===== config.mk =====
export PLATFORM = sky130hd
export DESIGN_NAME = id_ex_stage
export DESIGN_NICKNAME = d
export VERILOG_FILES = /design/src/rtl/mips_pkg.sv /design/src/rtl/load_use_detect.sv /design/src/rtl/id_ex_stage.sv
export SDC_FILE = /design/constraint.sdc
export NUM_CORES = 1
export LEC_CHECK = 0
export CAP_MARGIN = 20
export CORE_ASPECT_RATIO = 1.2
export CORE_UTILIZATION = 32
export DETAILED_ROUTE_END_ITERATION = 6
export PLACE_DENSITY = 0.83
export SYNTH_ARGS = -nofsm -noshare
export SYNTH_HDL_FRONTEND = slang
export SYNTH_SLANG_ARGS = --single-unit
export TNS_END_PERCENT = 10

===== constraint.sdc =====
create_clock -name clk -period 1.45 [get_ports clk]
set_input_delay 0.2175 -clock clk [delete_from_list [all_inputs] [get_ports clk]]
set_output_delay 0.2175 -clock clk [all_outputs]
set_load 0.005 [all_outputs]

===== src/rtl/mips_pkg.sv =====
// rtl/mips_pkg.sv - shared MIPS pipeline constants, control bit indices and bundle types
package mips_pkg;

    localparam int DW = 32;
    localparam int RW = 5;

    // EX control bundle bit positions {RegDst, ALUOp, ALUSrc}
    localparam int EX_REGDST   = 2;
    localparam int EX_ALUOP    = 1;
    localparam int EX_ALUSRC   = 0;

    // M control bundle bit positions {Branch, MemRead, MemWrite}
    localparam int M_BRANCH    = 2;
    localparam int M_MEMREAD   = 1;
    localparam int M_MEMWRITE  = 0;

    // WB control bundle bit positions {RegWrite, MemtoReg}
    localparam int WB_REGWRITE = 1;
    localparam int WB_MEMTOREG = 0;

    localparam logic [5:0] OP_RTYPE = 6'h00;
    localparam logic [5:0] OP_LW    = 6'h23;
    localparam logic [5:0] OP_SW    = 6'h2B;
    localparam logic [5:0] OP_BEQ   = 6'h04;

    typedef struct packed {
        logic [2:0] ex;
        logic [2:0] m;
        logic [1:0] wb;
    } ctrl_t;

    // A bubble carries no side effects: every control bit low.
    function automatic ctrl_t bubble_ctrl();
        ctrl_t c;
        c = '0;
        return c;
    endfunction

endpackage


===== src/rtl/load_use_detect.sv =====
// rtl/load_use_detect.sv - combinational load-use dependency check between EX and ID
module load_use_detect #(
    parameter int RW = mips_pkg::RW
) (
    input  logic          ex_valid,
    input  logic          ex_mem_read,
    input  logic [RW-1:0] ex_rt,
    input  logic          id_valid,
    input  logic [RW-1:0] id_rs,
    input  logic [RW-1:0] id_rt,
    output logic          hazard
);

    logic rt_nonzero;
    logic rt_match;

    // A load in EX writes ex_rt; $zero is never a real dependency.
    always_comb begin
        rt_nonzero = (ex_rt != '0);
        rt_match   = (ex_rt == id_rs) || (ex_rt == id_rt);
        hazard     = ex_valid && ex_mem_read && rt_nonzero && id_valid && rt_match;
    end

endmodule


===== src/rtl/id_ex_stage.sv =====
// rtl/id_ex_stage.sv - ID/EX pipeline register with load-use bubble insertion; optional ID_EX_PERF_CNT_EN bubble counter
module id_ex_stage #(
    parameter int DW = mips_pkg::DW,
    parameter int RW = mips_pkg::RW
) (
    input  logic          clk,
    input  logic          rst,
    input  logic          id_valid,
    input  logic [2:0]    id_ex_ctrl,
    input  logic [2:0]    id_m_ctrl,
    input  logic [1:0]    id_wb_ctrl,
    input  logic [DW-1:0] id_rd1,
    input  logic [DW-1:0] id_rd2,
    input  logic [DW-1:0] id_imm,
    input  logic [RW-1:0] id_rs,
    input  logic [RW-1:0] id_rt,
    input  logic [RW-1:0] id_rd,
    input  logic [DW-1:0] id_pc4,
    input  logic          flush,
    output logic          ex_valid,
    output logic [2:0]    ex_ex_ctrl,
    output logic [2:0]    ex_m_ctrl,
    output logic [1:0]    ex_wb_ctrl,
    output logic [DW-1:0] ex_rd1,
    output logic [DW-1:0] ex_rd2,
    output logic [DW-1:0] ex_imm,
    output logic [DW-1:0] ex_pc4,
    output logic [RW-1:0] ex_rs,
    output logic [RW-1:0] ex_rt,
    output logic [RW-1:0] ex_rd,
`ifdef ID_EX_PERF_CNT_EN
    output logic [31:0]   bubble_cnt,
`endif
    output logic          hazard_stall
);

    import mips_pkg::*;

    logic          hazard;
    logic          bubble;
    ctrl_t         ctrl_in;

    logic          ex_valid_d,   ex_valid_q;
    ctrl_t         ex_ctrl_d,    ex_ctrl_q;
    logic [DW-1:0] ex_rd1_d,     ex_rd1_q;
    logic [DW-1:0] ex_rd2_d,     ex_rd2_q;
    logic [DW-1:0] ex_imm_d,     ex_imm_q;
    logic [DW-1:0] ex_pc4_d,     ex_pc4_q;
    logic [RW-1:0] ex_rs_d,      ex_rs_q;
    logic [RW-1:0] ex_rt_d,      ex_rt_q;
    logic [RW-1:0] ex_rd_d,      ex_rd_q;

    load_use_detect #(
        .RW (RW)
    ) u_load_use_detect (
        .ex_valid    (ex_valid_q),
        .ex_mem_read (ex_ctrl_q.m[M_MEMREAD]),
        .ex_rt       (ex_rt_q),
        .id_valid    (id_valid),
        .id_rs       (id_rs),
        .id_rt       (id_rt),
        .hazard      (hazard)
    );

    // Flush overrides the stall: the squashed ID instruction must not be held.
    always_comb begin
        hazard_stall = hazard && !flush;
        bubble       = flush || hazard;
    end

    // Bubble mux: flush and hazard both load an all-zero slot, otherwise capture ID.
    always_comb begin
        ctrl_in.ex = id_ex_ctrl;
        ctrl_in.m  = id_m_ctrl;
        ctrl_in.wb = id_wb_ctrl;

        ex_valid_d = id_valid;
        ex_ctrl_d  = id_valid ? ctrl_in : bubble_ctrl();
        ex_rd1_d   = id_rd1;
        ex_rd2_d   = id_rd2;
        ex_imm_d   = id_imm;
        ex_pc4_d   = id_pc4;
        ex_rs_d    = id_rs;
        ex_rt_d    = id_rt;
        ex_rd_d    = id_rd;

        if (bubble) begin
            ex_valid_d = 1'b0;
            ex_ctrl_d  = bubble_ctrl();
            ex_rd1_d   = '0;
            ex_rd2_d   = '0;
            ex_imm_d   = '0;
            ex_pc4_d   = '0;
            ex_rs_d    = '0;
            ex_rt_d    = '0;
            ex_rd_d    = '0;
        end
    end

    // ID/EX register loads every cycle; reset yields an empty EX slot.
    always_ff @(posedge clk) begin
        if (rst) begin
            ex_valid_q <= 1'b0;
            ex_ctrl_q  <= '0;
            ex_rd1_q   <= '0;
            ex_rd2_q   <= '0;
            ex_imm_q   <= '0;
            ex_pc4_q   <= '0;
            ex_rs_q    <= '0;
            ex_rt_q    <= '0;
            ex_rd_q    <= '0;
        end else begin
            ex_valid_q <= ex_valid_d;
            ex_ctrl_q  <= ex_ctrl_d;
            ex_rd1_q   <= ex_rd1_d;
            ex_rd2_q   <= ex_rd2_d;
            ex_imm_q   <= ex_imm_d;
            ex_pc4_q   <= ex_pc4_d;
            ex_rs_q    <= ex_rs_d;
            ex_rt_q    <= ex_rt_d;
            ex_rd_q    <= ex_rd_d;
        end
    end

    assign ex_valid   = ex_valid_q;
    assign ex_ex_ctrl = ex_ctrl_q.ex;
    assign ex_m_ctrl  = ex_ctrl_q.m;
    assign ex_wb_ctrl = ex_ctrl_q.wb;
    assign ex_rd1     = ex_rd1_q;
    assign ex_rd2     = ex_rd2_q;
    assign ex_imm     = ex_imm_q;
    assign ex_pc4     = ex_pc4_q;
    assign ex_rs      = ex_rs_q;
    assign ex_rt      = ex_rt_q;
    assign ex_rd      = ex_rd_q;

`ifdef ID_EX_PERF_CNT_EN
    logic [31:0] bubble_cnt_d, bubble_cnt_q;

    // Count only hazard-inserted bubbles; flushes are excluded, value saturates.
    always_comb begin
        bubble_cnt_d = bubble_cnt_q;
        if (hazard_stall && (bubble_cnt_q != 32'hFFFF_FFFF)) begin
            bubble_cnt_d = bubble_cnt_q + 32'd1;
        end
    end

    // Counter register, cleared with the pipeline.
    always_ff @(posedge clk) begin
        if (rst) begin
            bubble_cnt_q <= '0;
        end else begin
            bubble_cnt_q <= bubble_cnt_d;
        end
    end

    assign bubble_cnt = bubble_cnt_q;
`endif

endmodule


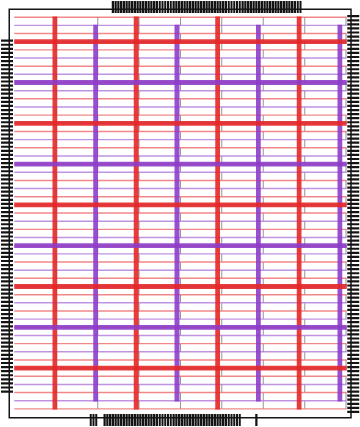
**Above:** run 1 (supply network).
Scale: 3 px per µm. Pins as bars on the die edge. Tap cells in grey.
Key: purple = VDD; red = VSS
8 straps on met4. 200 tap cells. 49 met1 rails follow the rows.

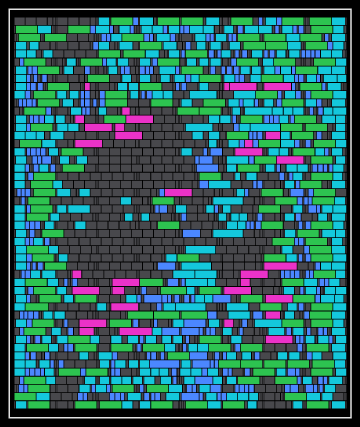
**Above:** run 1 (placement by cell class).
Scale: 3 px per µm. Fill, decap, tap and diode cells in grey.
Key: green = flip-flops [cells 152]; magenta = clock drivers and dummy loads [cells 32]; blue = all other logic [cells 325]; cyan = other buffers and delay cells [cells 346]

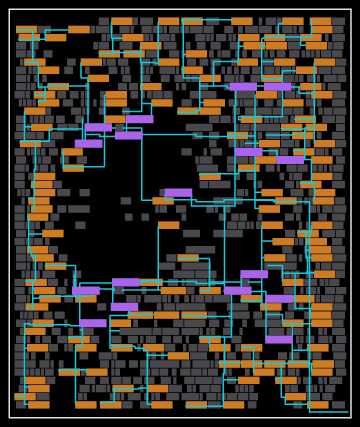
**Above:** run 1 (clock network drawn from the DEF).
Scale: 3 px per µm.
Key: orange = flip-flops [count 152]; purple = cells driving clock nets [count 17]; cyan = clock wires [length 1870 µm]
Position of the flops: all over the die.

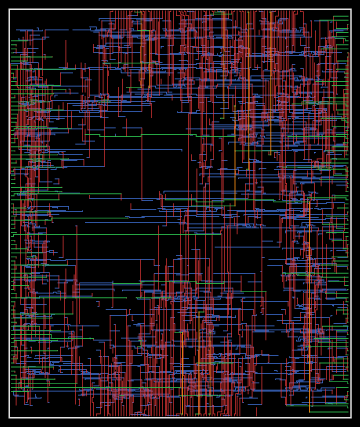
**Above:** run 1 (signal wires by layer).
Scale: 3 px per µm.
Key: red = met2 [wire length 9020 µm]; orange = met4 [wire length 371 µm]; green = met3 [wire length 1610 µm]; blue = met1 [wire length 6610 µm]

run 1: layer usage:
layer	global-route usage (%)	share of wire, %
met4	8.55	2.1
met2	36.6	51
met1	21.9	38
met5	0	0
met3	9.22	9.2
run 1: cells in the final DEF (no fill, tap or decap), types with 3 or more instances in the layout:
master             n
a211oi_1           5
a21oi_1          142
buf_12             9
buf_16             6
buf_4             19
clkbuf_16         21
clkbuf_8           3
clkdlybuf4s50_1  154
clkinv_4           3
dfxtp_1          146
dfxtp_4            4
dlygate4sd2_1     98
dlymetal6s2s_1    52
inv_1              8
nand2_1          146
xnor2_2            8
run 1: flip-flops by register name, indices dropped and copies added (netlist names):
register and cells:
ex_pc4 32, ex_m_ctrl 3, ex_rd 5, ex_rt 5, ex_wb_ctrl 2, ex_rd2 32
ex_rd1 32, ex_ex_ctrl 3, ex_valid 1, ex_rs 5, ex_imm 32
run 1: kinds of logic after synthesis:
logic type      Yosys count  share of synthesized area (%)
xor+xnor                 10                           1.84
simple gates            153                           12.3
buf+inv                  56                           5.22
compound gates          154                           16.8
flops                   152                           63.8
run 1: critical path, cell delays in order:
cell,delay (ns)
clkdlybuf4s50_1,0.58
xnor2_4,0.15
nand3_2,0.12
o22ai_4,0.18
and3b_1,0.18
buf_2,0.12
run 1: report_power, final:
group	leakage (nW)	switching [mW]	total [mW]	internal, mW
registers	1.25	0.0471	4.38	4.34
clock network	0.295	1.78	4.48	2.70
logic	3.36	0.459	1.23	0.772
run 1: path summary, 6_finish.rpt:
| kind | startpoint | endpoint | slack (ns) |
|---|---|---|---|
| max | id_rt[0] | hazard_stall | -0.32 |
| min | id_pc4[23] | ex_pc4[23] | 0.32 |
| max reg2reg | ex_rt[0] | ex_pc4[7] | -0.21 |
| min reg2reg | ex_valid | ex_rd2[25] | 0.98 |
==> ci_impl_report.md, run 1 <==
### Metrics collected by this job

| Metric | Value |
|---|---|
| Placement Setup Slack | -0.774 ns |
| Clk Latency, worst-skew pair | 0.41 ns |
| Rel. slew slack | 81.7% |
| Post-synth EDFFs | 0 |
| Syn Nets | 680 |
| CTS Buffer Depth | 2 |
| Final Power | 10.1 mW |
| Chip Width | 113 µm |
| Final WS setup | -0.321 ns |
| Final instance area | 9260 µm² |
| Area share, top type | 63.8% |
| VDD IR max | 0.705 mV |
| GPL Wtd Cong | 0.763 |
| Max-cap violations | 0 |
| Total gr overflow | 0 |
| Post-DP HPWL | 11.2 mm |
| Hold path cells | 3 |
| Tap cell count | 200 |
| Sequential cell area share | 33.0% |
| Hold Fails Final Rpt | 0 |
| Area delta synth->final | 94.4% |
| Fp_density | 32.9% |
| Sequential cells | 152 |
| Gr usage total | 20.9% |
| Count leader, synth | dfxtp_1 |
| Yosys reg bits | 152 |
| Non-CTS buffers | 346 |
| Status | finished with violations |
| Antenna Nets Post-Route | 0 |
| Hold_buf cts | 0 |
| Top cells by area | dfxtp_1 64%, a21oi_1 15%, nand2_1 11% |
| WP data arrival | 1.55 ns |
| Share of layout cells above drive strength 1 | 11.7% |
| Initial antenna violation count | 2 |
| Top cell category | non-clock buffers |
| Setup-failing EPs final | 153 |
| Setup Buffers After CTS | 2 |
| CP startpoint kind | primary input |
| Failing checks | negative setup slack |
| Vias | 4826 |
| Mapped Avg Cell Area | 9.08 µm² |
**Run 1: congestion heat map**

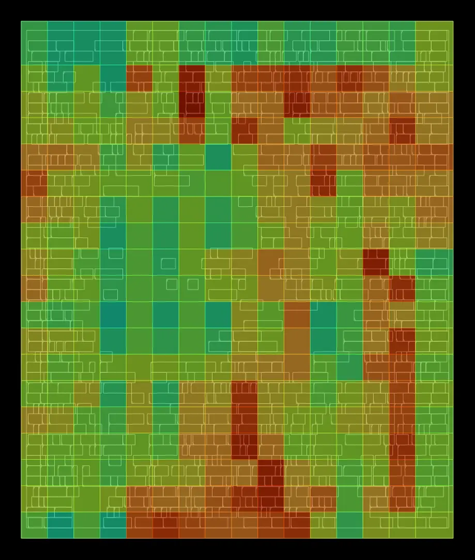

==> inputs of run 2 (changes only) <==
CORE_MARGIN = 3   (was unset)
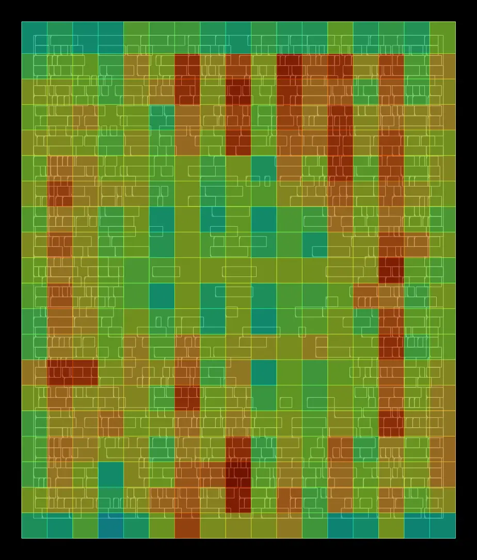
**Above:** run 2 (congestion heat map).
met2 Usage GRT: 36.6%
M1 GR Usage: 23.1%
gr usage total: 21.3%
fin util: 63.6%
GR peak layer: met2

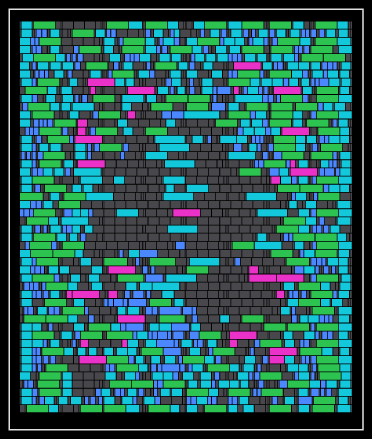
**Above:** run 2 (placement by cell class).
Scale: 3 px per µm. Fill, decap, tap and diode cells in grey.
Key: green = flip-flops [cells 152]; blue = all other logic [cells 325]; cyan = other buffers and delay cells [cells 353]; magenta = clock drivers and dummy loads [cells 32]

==> ci_impl_report.md, run 2 <==
### Metrics collected by this job

| Metric | Value |
|---|---|
| Setup-failing EPs final | 144 (was 153) |
| Top Family by Delay on Critical Path | flip-flops (was buffers and inverters) |
| Hold Fails Final Rpt | 0 (unchanged) |
| CP required | 1.23 ns (about the same) |
| Antenna Nets Post-Route | 0 (unchanged) |
| Most frequent cells in the layout | 155 x clkdlybuf4s50_1, 146 x nand2_1, 144 x dfxtp_1 (was 154 x clkdlybuf4s50_1, 146 x nand2_1, 146 x dfxtp_1) |
| Post-DP HPWL | 11.6 mm (was 11.2 mm) |
| Chip Width | 117 µm (was 113 µm) |
| Yosys Warn Count | 0 (unchanged) |
| CP startpoint kind | register (was primary input) |
| Yosys reg bits | 152 (unchanged) |
| Vias | 5004 (was 4826) |
| VDD IR max | 0.528 mV (was 0.705 mV) |
| Final Power | 9.63 mW (was 10.1 mW) |
| Starting DRT DRC Count | 369 (was 311) |
| Count leader, synth | dfxtp_1 (unchanged) |
| Syn Nets | 680 (unchanged) |
| Commonest Layout Cell | clkdlybuf4s50_1 (unchanged) |
| Initial antenna violation count | 1 (was 2) |
| CTS Buffer Depth | 2 (unchanged) |
| Rel. slew slack | 83.2% (was 81.7%) |
| Status | finished with violations (unchanged) |
| Worst Path Buf+Inv | 1 (was 2) |
| Area share, top type | 63.8% (unchanged) |
| Post-synth EDFFs | 0 (unchanged) |
| Share of layout cells above drive strength 1 | 12.9% (was 11.7%) |
| Critical path's slowest cell | dfxtp_4 (was clkdlybuf4s50_1) |
| Total gr overflow | 0 (unchanged) |
| Final WS setup | -0.342 ns (was -0.321 ns) |
| Fp_density | 32.9% (unchanged) |
| Max-cap violations | 0 (unchanged) |
| Placement Setup Slack | -0.724 ns (was -0.774 ns) |
| Slowest Stage Delay on Critical Path | 0.37 ns (was 0.58 ns) |
| Placed cell count | 1011 (unchanged) |
| Failing checks | negative setup slack (unchanged) |
| Area delta synth->final | 93.2% (was 94.4%) |
| WP data arrival | 1.57 ns (was 1.55 ns) |
| Clk Latency, worst-skew pair | 0.42 ns (was 0.41 ns) |
| Mapped Avg Cell Area | 9.08 µm² (unchanged) |
| Top cells by area | dfxtp_1 64%, a21oi_1 15%, nand2_1 11% (unchanged) |
## run 2: cell counts after synthesis
No cell type changed its count.
## run 2: report_power, final
group | leakage (nW) | switching [mW] | internal, mW | total [mW]
Sequential | 1.25 | 0.0453 | 4.34 | 4.38
Clock | 0.255 | 1.78 | 2.23 | 4.01
Combinational | 2.99 | 0.468 | 0.766 | 1.23
## run 2: kinds of logic (layout without fill, tap and decap cells)
logic type	count (synthesis)	after routing	synth area share, %
AOI/OAI and AO/OA	154	154	16.8
and+or+nand+nor	153	153	12.3
DFF	152	152	63.8
buffers and inverters	56	393	5.22
xor gates and xnor gates	10	10	1.84
other	0	1	0
## run 2: cell type report
| class | instances | area [µm²] |
|---|---|---|
| flip-flops and latches | 152 | 3060 |
| multi-input cells | 317 | 1600 |
| clock inverters | 14 | 97.6 |
| well taps | 200 | 250 |
| fillers | 1207 | 5270 |
| clock buffers | 18 | 439 |
| diodes | 1 | 2.50 |
| repair buffers | 353 | 3730 |
| inverters | 8 | 30.0 |
## run 2: path summary, 6_finish.rpt
kind | start | to | slack [ns] | cells past startpoint
setup / recovery | ex_rt[4] | hazard_stall | -0.34 | 5
hold / removal | id_rd1[16] | ex_rd1[16] | 0.32 | 3
setup reg to reg | ex_rt[4] | ex_rd[2] | -0.24 | 8
hold reg to reg | ex_valid | ex_rd1[4] | 0.98 | 5
## run 2: timing repair
item	CTS	global route
setup buffers	3	3
hold buffers	0	0
pin swaps	11	4
cloned	6	9
resized	179	37
setup endpoints to repair	286	172
## run 2: per-layer routing
layer  global-route usage [%]  routed length, µm
met3                     9.67               1900
met5                        0                  0
met1                     23.1               7350
met4                     8.34                367
met2                     36.6               9600
Power and IR drop assume default switching activity.
